==> config.mk <==
export PLATFORM = sky130hd
export DESIGN_NAME = ex_stage_pipe
export DESIGN_NICKNAME = d
export VERILOG_FILES = /design/src/rtl/ex_stage_pipe.sv
export SDC_FILE = /design/constraint.sdc
export NUM_CORES = 2
export LEC_CHECK = 0
export CAP_MARGIN = 20
export CORE_ASPECT_RATIO = 1.25
export CORE_MARGIN = 2
export CORE_UTILIZATION = 54
export DETAILED_ROUTE_END_ITERATION = 10
export GPL_ROUTABILITY_DRIVEN = 0
export PLACE_DENSITY = 0.79
export SLEW_MARGIN = 10
export SYNTH_ARGS = -nofsm -noshare
export SYNTH_HDL_FRONTEND = slang
export SYNTH_SLANG_ARGS = --single-unit
==> constraint.sdc <==
create_clock -name clk -period 9.9 [get_ports clk]
set_input_delay 2.475 -clock clk [delete_from_list [all_inputs] [get_ports clk]]
set_output_delay 2.475 -clock clk [all_outputs]
set_load 0.005 [all_outputs]
Fig. 1: clock routing
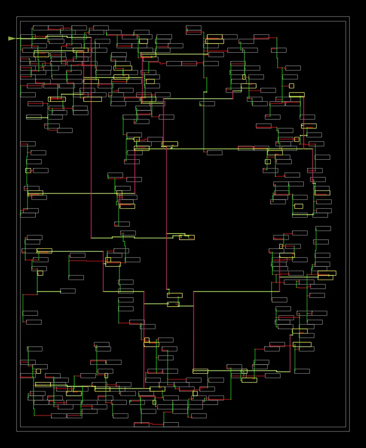
number of buffers created by CTS: 31
Sink Count: 280

Fig. 2: floorplan with the power grid
Drawn at 1.5 px/µm. Pins as bars on the die edge. Tap cells in gray.
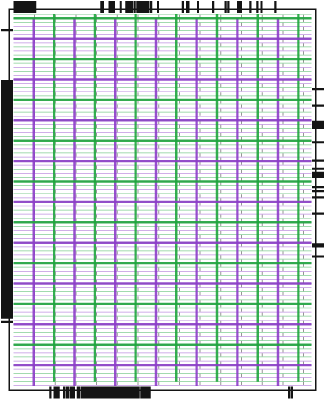
legend:
  VDD:
    color: green
  VSS:
    color: purple
tap cells: 651
rows: 91
die height: 253 µm
Die W: 203 µm

Fig. 3: M3 wires
Drawn at 1 px/µm.
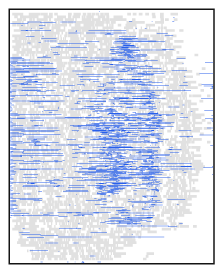
nets with wire on the layer: 607
longest straight run: 109 µm
GRT met3 Usage: 0.0851
Total Routed Length: 96900 µm

Fig. 4: signal wires on met2
Drawn at 1 px/µm.
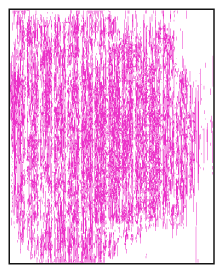
share of all routed wire: 45%
wire length on this layer: 43.2 mm
main direction: vertical
longest straight run: 159 µm
nets with wire on the layer: 3275
detailed-route via count: 28200
met2 Track Usage GR: 0.585

==> run_results.csv <==
group,metric,value,unit
run_status,status,"finished clean",
synthesis,ys_sh_mux,0.0665,
cts,cts_root_buf,"clkbuf_16",
placement,portBuffers,255,
synthesis,synthTopCellsByArea,"dfrtp_1 26%, ha_1 10%, nand2_1 7.5%, a21oi_1 7.1%, nor2_1 5.3%",
timing,fin_ws,3000,ps
pwr,swShare,0.372,
setup_path,path_depth,14,
cts,cts_resized,0,
setup_path,crit_family,"AND-OR/OR-AND gates",
synthesis,synthXorXnorAreaFrac,0.0245,
synthesis,netlist-cell-type-count,95,
flow_run,warnings,95,
timing,fin_crit,6900,ps
synthesis,topCombFamilyByArea,"AND-OR/OR-AND gates",
finish,buffers,306,
timing,rsz0062_at_grt,"no",
finish,utilization,0.626,
finish,antenna_cells,8,
pwr,powerClk,1.27,mW
Power and IR drop assume default switching activity.
